### Routed metal, one colour a layer, run 1

The bar under the picture is 50 µm long. Only two layers are drawn.
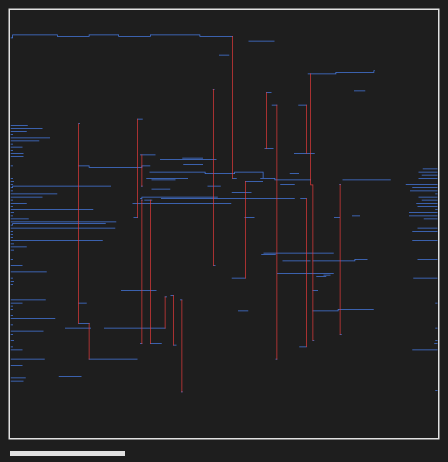
### Sequential cells grouped by signal name, run 1

The bar under the picture is 50 µm long. Other sequential cells in the stronger grey, the rest of the logic in the fainter grey.
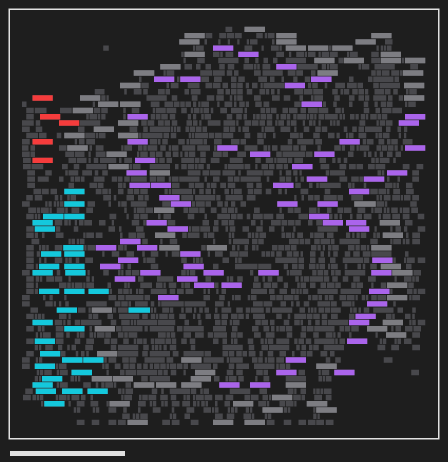
### Routing congestion map, run 1

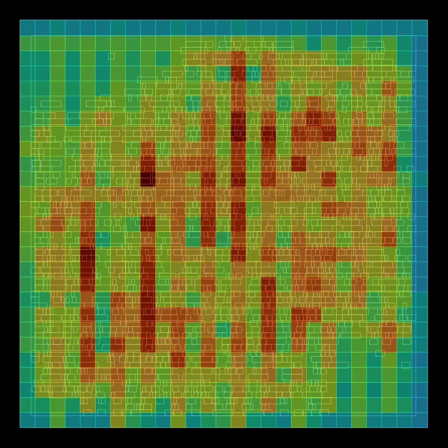
[src/rtl/exec_pkg.sv]
// Shared definitions for the Execute-stage multiply sequencer.
package exec_pkg;

  localparam int unsigned MUL_WIDTH = 32;
  localparam int unsigned REG_IDX_W = 5;

  typedef enum logic [1:0] {
    ST_IDLE = 2'd0,
    ST_RUN  = 2'd1,
    ST_DONE = 2'd2
  } mul_state_e;

endpackage

[src/rtl/mul_datapath.sv]
// Shift-add multiply datapath: operand/product/count registers and one add-shift step per cycle.
module mul_datapath #(
  parameter int unsigned WIDTH = 32
) (
  input  logic                 clk,
  input  logic                 rst,
  input  logic                 load_i,
  input  logic                 step_i,
  input  logic                 clear_i,
  input  logic [WIDTH-1:0]     mcand_i,
  input  logic [WIDTH-1:0]     mplier_i,
  output logic [2*WIDTH-1:0]   product_o,
  output logic                 last_o
);

  localparam int unsigned PW = 2 * WIDTH;
  localparam int unsigned CW = (WIDTH > 1) ? $clog2(WIDTH) : 1;

  logic [PW-1:0]    mcand_q, mcand_d;
  logic [PW-1:0]    product_q, product_d;
  logic [WIDTH-1:0] mplier_q, mplier_d;
  logic [CW-1:0]    count_q, count_d;
  logic [WIDTH-1:0] mplier_shr;

  // The current step is the final one when the count is exhausted or no multiplier bits remain.
  assign mplier_shr = mplier_q >> 1;
  assign last_o     = (count_q == CW'(WIDTH - 1)) || (mplier_shr == '0);
  assign product_o  = product_q;

  // Next-state for load, add-shift step and discard.
  always_comb begin
    mcand_d   = mcand_q;
    product_d = product_q;
    mplier_d  = mplier_q;
    count_d   = count_q;
    if (clear_i) begin
      mcand_d   = '0;
      product_d = '0;
      mplier_d  = '0;
      count_d   = '0;
    end else if (load_i) begin
      mcand_d   = PW'(mcand_i);
      product_d = '0;
      mplier_d  = mplier_i;
      count_d   = '0;
    end else if (step_i) begin
      product_d = product_q + (mplier_q[0] ? mcand_q : '0);
      mcand_d   = mcand_q << 1;
      mplier_d  = mplier_shr;
      count_d   = count_q + CW'(1);
    end
  end

  // Datapath registers.
  always_ff @(posedge clk or negedge rst) begin
    if (!rst) begin
      mcand_q   <= '0;
      product_q <= '0;
      mplier_q  <= '0;
      count_q   <= '0;
    end else begin
      mcand_q   <= mcand_d;
      product_q <= product_d;
      mplier_q  <= mplier_d;
      count_q   <= count_d;
    end
  end

endmodule

[src/rtl/exec_mul_sequencer.sv]
// Multi-cycle unsigned multiply sequencer beside Execute: stalls F/D/E and strobes the result into E->M.
module exec_mul_sequencer
  import exec_pkg::*;
#(
  parameter int unsigned WIDTH = MUL_WIDTH
) (
  input  logic                 clk,
  input  logic                 rst,
  input  logic                 Mul_start_E,
  input  logic                 Mul_hi_E,
  input  logic [WIDTH-1:0]     SrcA_E,
  input  logic [WIDTH-1:0]     SrcB_E,
  input  logic [REG_IDX_W-1:0] RD_E,
  input  logic                 Flush,
  output logic                 Stall,
  output logic                 Busy,
  output logic                 Mul_valid_M,
  output logic [WIDTH-1:0]     Mul_out_M,
  output logic [REG_IDX_W-1:0] RD_mul_M
);

  mul_state_e           state_q, state_d;
  logic                 hi_q, hi_d;
  logic [REG_IDX_W-1:0] rd_q, rd_d;
  logic                 dp_load, dp_step, dp_clear, dp_last;
  logic [2*WIDTH-1:0]   product;

  mul_datapath #(
    .WIDTH(WIDTH)
  ) u_datapath (
    .clk      (clk),
    .rst      (rst),
    .load_i   (dp_load),
    .step_i   (dp_step),
    .clear_i  (dp_clear),
    .mcand_i  (SrcA_E),
    .mplier_i (SrcB_E),
    .product_o(product),
    .last_o   (dp_last)
  );

  // Next-state, datapath controls and the same-cycle Stall/valid decode.
  always_comb begin
    state_d     = state_q;
    hi_d        = hi_q;
    rd_d        = rd_q;
    dp_load     = 1'b0;
    dp_step     = 1'b0;
    dp_clear    = 1'b0;
    Stall       = 1'b0;
    Mul_valid_M = 1'b0;
    case (state_q)
      ST_IDLE: begin
        if (Mul_start_E && !Flush) begin
          state_d = ST_RUN;
          hi_d    = Mul_hi_E;
          rd_d    = RD_E;
          dp_load = 1'b1;
          Stall   = 1'b1;
        end
      end
      ST_RUN: begin
        if (Flush) begin
          state_d  = ST_IDLE;
          dp_clear = 1'b1;
        end else begin
          dp_step = 1'b1;
          Stall   = 1'b1;
          if (dp_last) state_d = ST_DONE;
        end
      end
      ST_DONE: begin
        // Start is ignored here: the same multiply is still sitting in E.
        state_d     = ST_IDLE;
        dp_clear    = 1'b1;
        Mul_valid_M = !Flush;
      end
      default: state_d = ST_IDLE;
    endcase
    // Start can be high while reset is held; keep the pipeline free during reset.
    if (!rst) Stall = 1'b0;
  end

  // Result muxing toward the E->M register; zero unless strobing.
  assign Mul_out_M = Mul_valid_M ? (hi_q ? product[2*WIDTH-1:WIDTH] : product[WIDTH-1:0]) : '0;
  assign RD_mul_M  = Mul_valid_M ? rd_q : '0;
  assign Busy      = (state_q != ST_IDLE);

  // FSM state and latched instruction fields.
  always_ff @(posedge clk or negedge rst) begin
    if (!rst) begin
      state_q <= ST_IDLE;
      hi_q    <= 1'b0;
      rd_q    <= '0;
    end else begin
      state_q <= state_d;
      hi_q    <= hi_d;
      rd_q    <= rd_d;
    end
  end

endmodule
[config.mk]
export PLATFORM = sky130hd
export DESIGN_NAME = exec_mul_sequencer
export DESIGN_NICKNAME = d
export VERILOG_FILES = /design/src/rtl/exec_pkg.sv /design/src/rtl/mul_datapath.sv /design/src/rtl/exec_mul_sequencer.sv
export SDC_FILE = /design/constraint.sdc
export NUM_CORES = 1
export LEC_CHECK = 0
export CAP_MARGIN = 10
export CORE_MARGIN = 5
export CORE_UTILIZATION = 40
export DETAILED_ROUTE_END_ITERATION = 7
export PLACE_DENSITY = 0.58
export SETUP_SLACK_MARGIN = 0.15
export SLEW_MARGIN = 20
export SYNTH_ARGS = -nofsm -noshare
export SYNTH_HDL_FRONTEND = slang
export SYNTH_HIERARCHICAL = 1
export SYNTH_SLANG_ARGS = --single-unit
[constraint.sdc]
create_clock -name clk -period 2.95 [get_ports clk]
set_input_delay 0.59 -clock clk [delete_from_list [all_inputs] [get_ports clk]]
set_output_delay 0.59 -clock clk [all_outputs]
set_load 0.02 [all_outputs]
==> notes.md, run 1 <==
run results: failing checks=negative setup slack, crit path to=u_datapath/product_o[57], CP Launch Type=flip-flop, clk cell area share=3.39%, CTS max path bufs=2, DP Area=15,800 µm², dpl cells=2,118, first-pass GRT wire length=60,100 µm, GP Congestion=0.922, setup TNS=-3.37 ns, CP Max Fanout=24, Tightest Pin Transition=0.853 ns, CP Class=flip-flop to flip-flop, FF-to-FF End=u_datapath/product_o[57], CP cell instances=buf_12 -> and2_1 -> ha_4 -> nand2_1 -> a211oi_2 -> o21ai_2 -> buf_4 -> a2111oi_4 -> a211oi_4 -> a21boi_2 -> a21oi_2 -> buf_4 -> a21oi_4 -> xnor2_1 -> o21ai_1, # DRC=0, Net Switching=4.17 mW, Ys Warns=6, Top Layout Cells=nor2_1, buf_4, dfrtp_1, mux2i_1, a21oi_1, Die X=187 µm, final setup vio count=22, cell accounting for the most synthesized area=dfrtp_1, number of buffers inserted by port buffering=113, setup bufs post-CTS=9, Crit. End Element=flip-flop, total clock buffers created by CTS=17, Most common reg cell=dfrtp_1, register bit total from synthesis=173, Hold Path Stages=1, met2 wire len=17,200 µm, status=finished with violations, fin worst setup slack=-0.279 ns, Critical Path Start=u_datapath/mplier_q[0], Slew Viols, Final=0, worst path required time=3.29 ns, # Cells Yosys=1,449, clk_skew=0.0147 ns, Rows=64, hold path endpoint=rd_q[3], met2 usage=33.9%, synth cell count leaders=nor2_1, dfrtp_1, mux2i_1, sw frac=39.6%
-- 'Routed metal, one colour a layer' (at the start) --
metal 4 -> red  # wire length 944 µm
metal 3 -> blue  # wire length 1,520 µm
vias: 11,300
WL final: 36,900 µm
wire per inst: 16.9 µm
gr usage total: 20.9%

-- 'Sequential cells grouped by signal name' (at the start) --
u_datapath/mplier_q -> cyan  # sequential cells 32
u_datapath/product_o -> purple  # sequential cells 64
rd_q -> red  # sequential cells 5, where top left
not coloured = 72
Util after Layout: 57.4%
Seq group: 3.38 mW
Flop area: 4330 µm²
Seq area share: 24.6%

-- 'Routing congestion map' (at the start) --
GRT busiest layer: met2
met1 Use GR: 28.3%

run 1: sequential cells by signal, summed over array words and instances, names as in the netlist:
signal and flops:
hi_q 1, u_datapath/mcand_q 64, state_q 2, u_datapath/count_q 5, rd_q 5, u_datapath/mplier_q 32
u_datapath/product_o 64
run 1: cell families (layout without fill, tap and decap cells):
family | count (synthesis) | count (layout) | share of synthesized area, %
adders and majority gates | 71 | 71 | 7.18
muxes | 164 | 164 | 13.4
xor gates and xnor gates | 56 | 56 | 3.93
AOI/OAI and AO/OA | 319 | 319 | 16.0
buffers and inverters | 116 | 447 | 4.84
DFF | 173 | 173 | 34.7
and+or+nand+nor | 550 | 550 | 19.9
==> run 1 -> run 2 <==
Settings changed: CTS_CLUSTER_DIAMETER from default to 150.
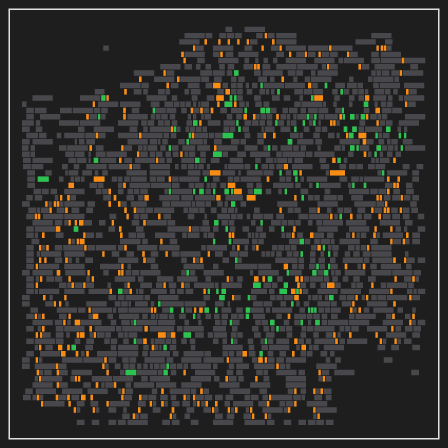
*Logic cells by family, run 2*
nand cells -> green  # cells 131
nor cells -> orange  # cells 332, where spread over the die
logic share of the area: 49.7%
most frequent logic cell in the layout: nor2_1

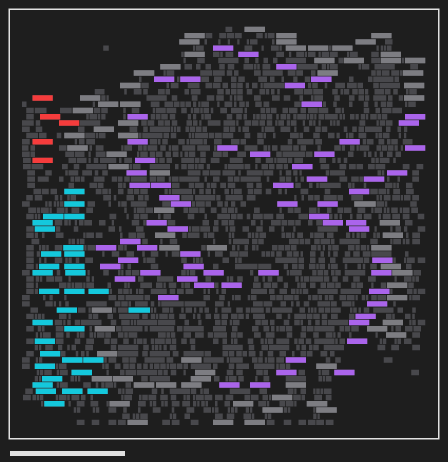
*Sequential cells grouped by signal name, run 2*
The bar under the picture is 50 µm long. Other sequential cells in the stronger grey, the rest of the logic in the fainter grey.
u_datapath/product_o -> purple  # sequential cells 64
rd_q -> red  # sequential cells 5, where top left
u_datapath/mplier_q -> cyan  # sequential cells 32

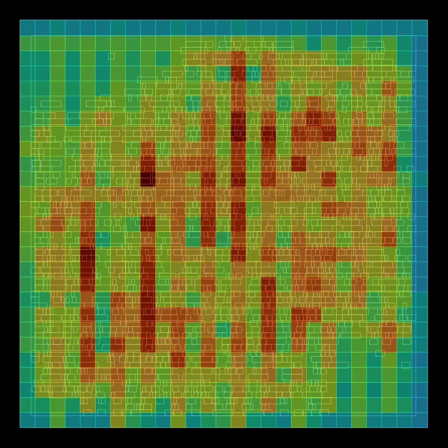
*Routing congestion map, run 2*
met2 usage: 33.9%
GR Layer Usage met3: 4.13%

==> notes.md, run 2 <==
run results: setup TNS=-3.37 ns (unchanged), Util after Layout=57.4% (unchanged), failing checks=negative setup slack, DP Area=15,800 µm² (unchanged), CP cell instances=buf_12 -> and2_1 -> ha_4 -> nand2_1 -> a211oi_2 -> o21ai_2 -> buf_4 -> a2111oi_4 -> a211oi_4 -> a21boi_2 -> a21oi_2 -> buf_4 -> a21oi_4 -> xnor2_1 -> o21ai_1, status=finished with violations, WL final=36,900 µm (unchanged), GRT busiest layer=met2, Seq group=3.38 mW (about the same), CTS max path bufs=2 (unchanged), gr usage total=20.9% (unchanged), Ys Warns=6 (unchanged), first-pass GRT wire length=60,100 µm (unchanged), Seq area share=24.6% (unchanged), GP Congestion=0.922 (unchanged), total clock buffers created by CTS=17 (unchanged), fin worst setup slack=-0.279 ns (unchanged), Most common reg cell=dfrtp_1, final setup vio count=22 (unchanged), CP Launch Type=flip-flop, worst path required time=3.29 ns (about the same), # DRC=0 (unchanged), Crit. End Element=flip-flop, CP Max Fanout=24 (unchanged), Slew Viols, Final=0 (unchanged)
## run 2: kinds of logic after synthesis
kind of cell,after synthesis,synth area share [%]
AOI/OAI and AO/OA,319,16.0
xor gates and xnor gates,56,3.93
adders and majority gates,71,7.18
buffers and inverters,116,4.84
DFF,173,34.7
muxes,164,13.4
and+or+nand+nor,550,19.9
## run 2: final timing paths
check	startpoint	end	slack [ns]	cells after the start
max	u_datapath/mplier_q[0]	u_datapath/product_o[57]	-0.28	15
min	rd_q[3]	rd_q[3]	0.51	1
max reg2reg	u_datapath/mplier_q[0]	u_datapath/product_o[57]	-0.28	15
min reg2reg	rd_q[3]	rd_q[3]	0.51	1
max in group asynchronous	rst	hi_q	0.77	4
min in group asynchronous	rst	u_datapath/product_o[12]	0.54	2
==> run 2 -> run 3 <==
Settings changed: CTS_CLUSTER_SIZE from default to 10, PLACE_DENSITY 0.58 to 0.56.
Clock period 2.95 ns to 3.7 ns, I/O delays scaled along.
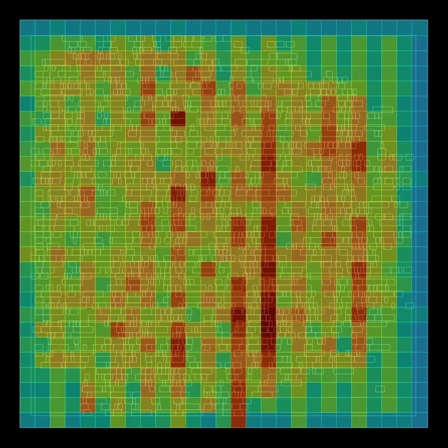
*Routing congestion map, run 3*
wire per inst: 17.8 µm
Util after Layout: 47.8%
gr usage total: 19.7%
met2 usage: 31.3%
GR Layer Usage met3: 3.61%

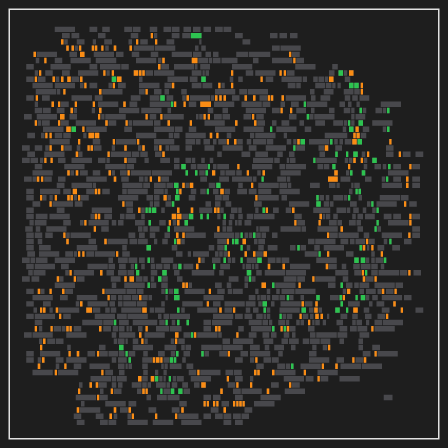
*Logic cells by family, run 3*
nand cells -> green  # cells 131
nor cells -> orange  # cells 332, where spread over the die
logic share of the area: 52.1%
final std cells w/o fill: 1,943

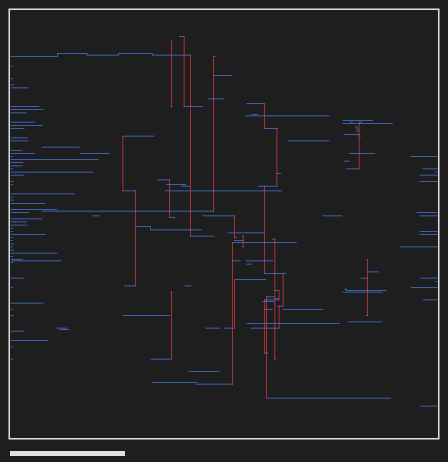
*Routed metal, one colour a layer, run 3*
The bar under the picture is 50 µm long. Only two layers are drawn.
metal 3 -> blue  # wire length 1,440 µm
metal 4 -> red  # wire length 679 µm
vias: 10,400
WL final: 34,700 µm

==> notes.md, run 3 <==
run results: CP Launch Type=flip-flop, Seq area share=29.5% (+4.9 points), setup TNS=0 ns (+3.37 ns), adder share=7.18% (unchanged), final setup vio count=0 (-100%), DP Area=13,900 µm² (-12%), GRT busiest layer=met2, CP Max Fanout=14 (-42%), vias in the first global route=10,500, Max-Cap Viols=0, CP cell instances=buf_4 -> and2_1 -> ha_1 -> a21oi_2 -> o21ai_1 -> a31o_2 -> a211o_1 -> a211oi_4 -> buf_4 -> o21ai_4 -> o21ai_2 -> a21oi_1 -> o311ai_2 -> o41ai_2, GP Congestion=0.899 (-2.5%), Die X=187 µm, # DRC=0 (unchanged), Worst slew margin=39.9%, instance count on the critical path=14 (-1), clk latency late pin=0.45 ns, status=complete, no violations, power consumption=7.65 mW, Slew Viols, Final=0 (unchanged), XOR-XNOR Cells, Area Fraction=3.93% (unchanged), CTS max path bufs=2 (unchanged), synth-to-layout area growth=17.6%, total clock buffers created by CTS=17 (unchanged), MUX area fraction=13.4% (unchanged), CTS tree=done, fin worst setup slack=0.295 ns (+0.574 ns), Crit. End Element=flip-flop, Ys Warns=6 (unchanged), clk root buf=clkbuf_16, first-pass GRT wire length=56,900 µm (-5.3%), area fraction in compound gates=16.0% (unchanged), register bit total from synthesis=173, worst path required time=4.01 ns (+0.72 ns), Most common reg cell=dfrtp_1, FF-to-FF path depth=14 (-1), simple share=19.9% (unchanged), R2R setup slack=0.30 ns (+0.57 ns), maximum VDD drop=0.319 mV, most frequent logic cell in the layout=nor2_1
[run 3: cell counts after synthesis]
No cell type changed its count.
[run 3: path summary, 6_finish.rpt]
| kind | endpoint | from |
|---|---|---|
| hold / removal | u_datapath/mplier_q[7] | rst |
| max in group asynchronous | u_datapath/product_o[47] | rst |
| min in group clk | rd_q[1] | rd_q[1] |
| setup reg to reg | u_datapath/product_o[63] | u_datapath/mplier_q[0] |
| setup / recovery | u_datapath/product_o[63] | u_datapath/mplier_q[0] |
| hold reg to reg | rd_q[1] | rd_q[1] |
[run 3: where the power goes]
group / switching (mW) / total, mW / internal [mW]
combinational: 1.74 / 2.96 / 1.22
sequential: 0.440 / 2.74 / 2.30
clock: 0.951 / 1.94 / 0.992
[run 3: what timing repair did]
action	CTS	global route
buffers inserted	0	1
endpoints found under the setup margin	0	12
gates resized	0	20

==> notes/layouts.md <==
Pictures saved along the way, in no particular order.

Placement by cell class.
The bar under the picture is 50 µm long.
(a)
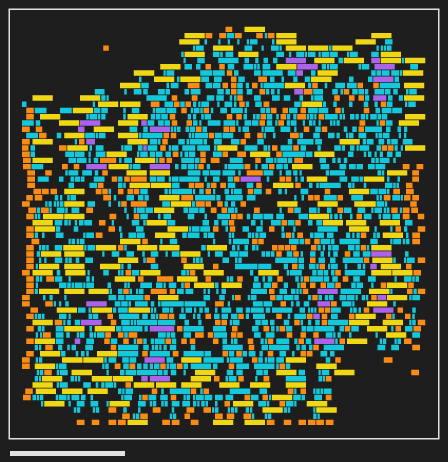
(b)
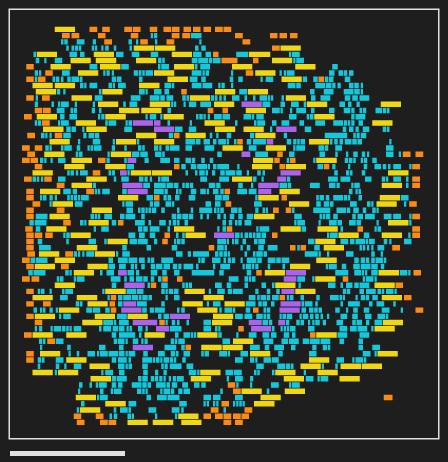
| picture | from |
|---|---|
| (b) | run 3 |
| (a) | run 2 |
- highest utilization: (a)

Power figures rest on the tool's default switching activity, not on a simulated workload.
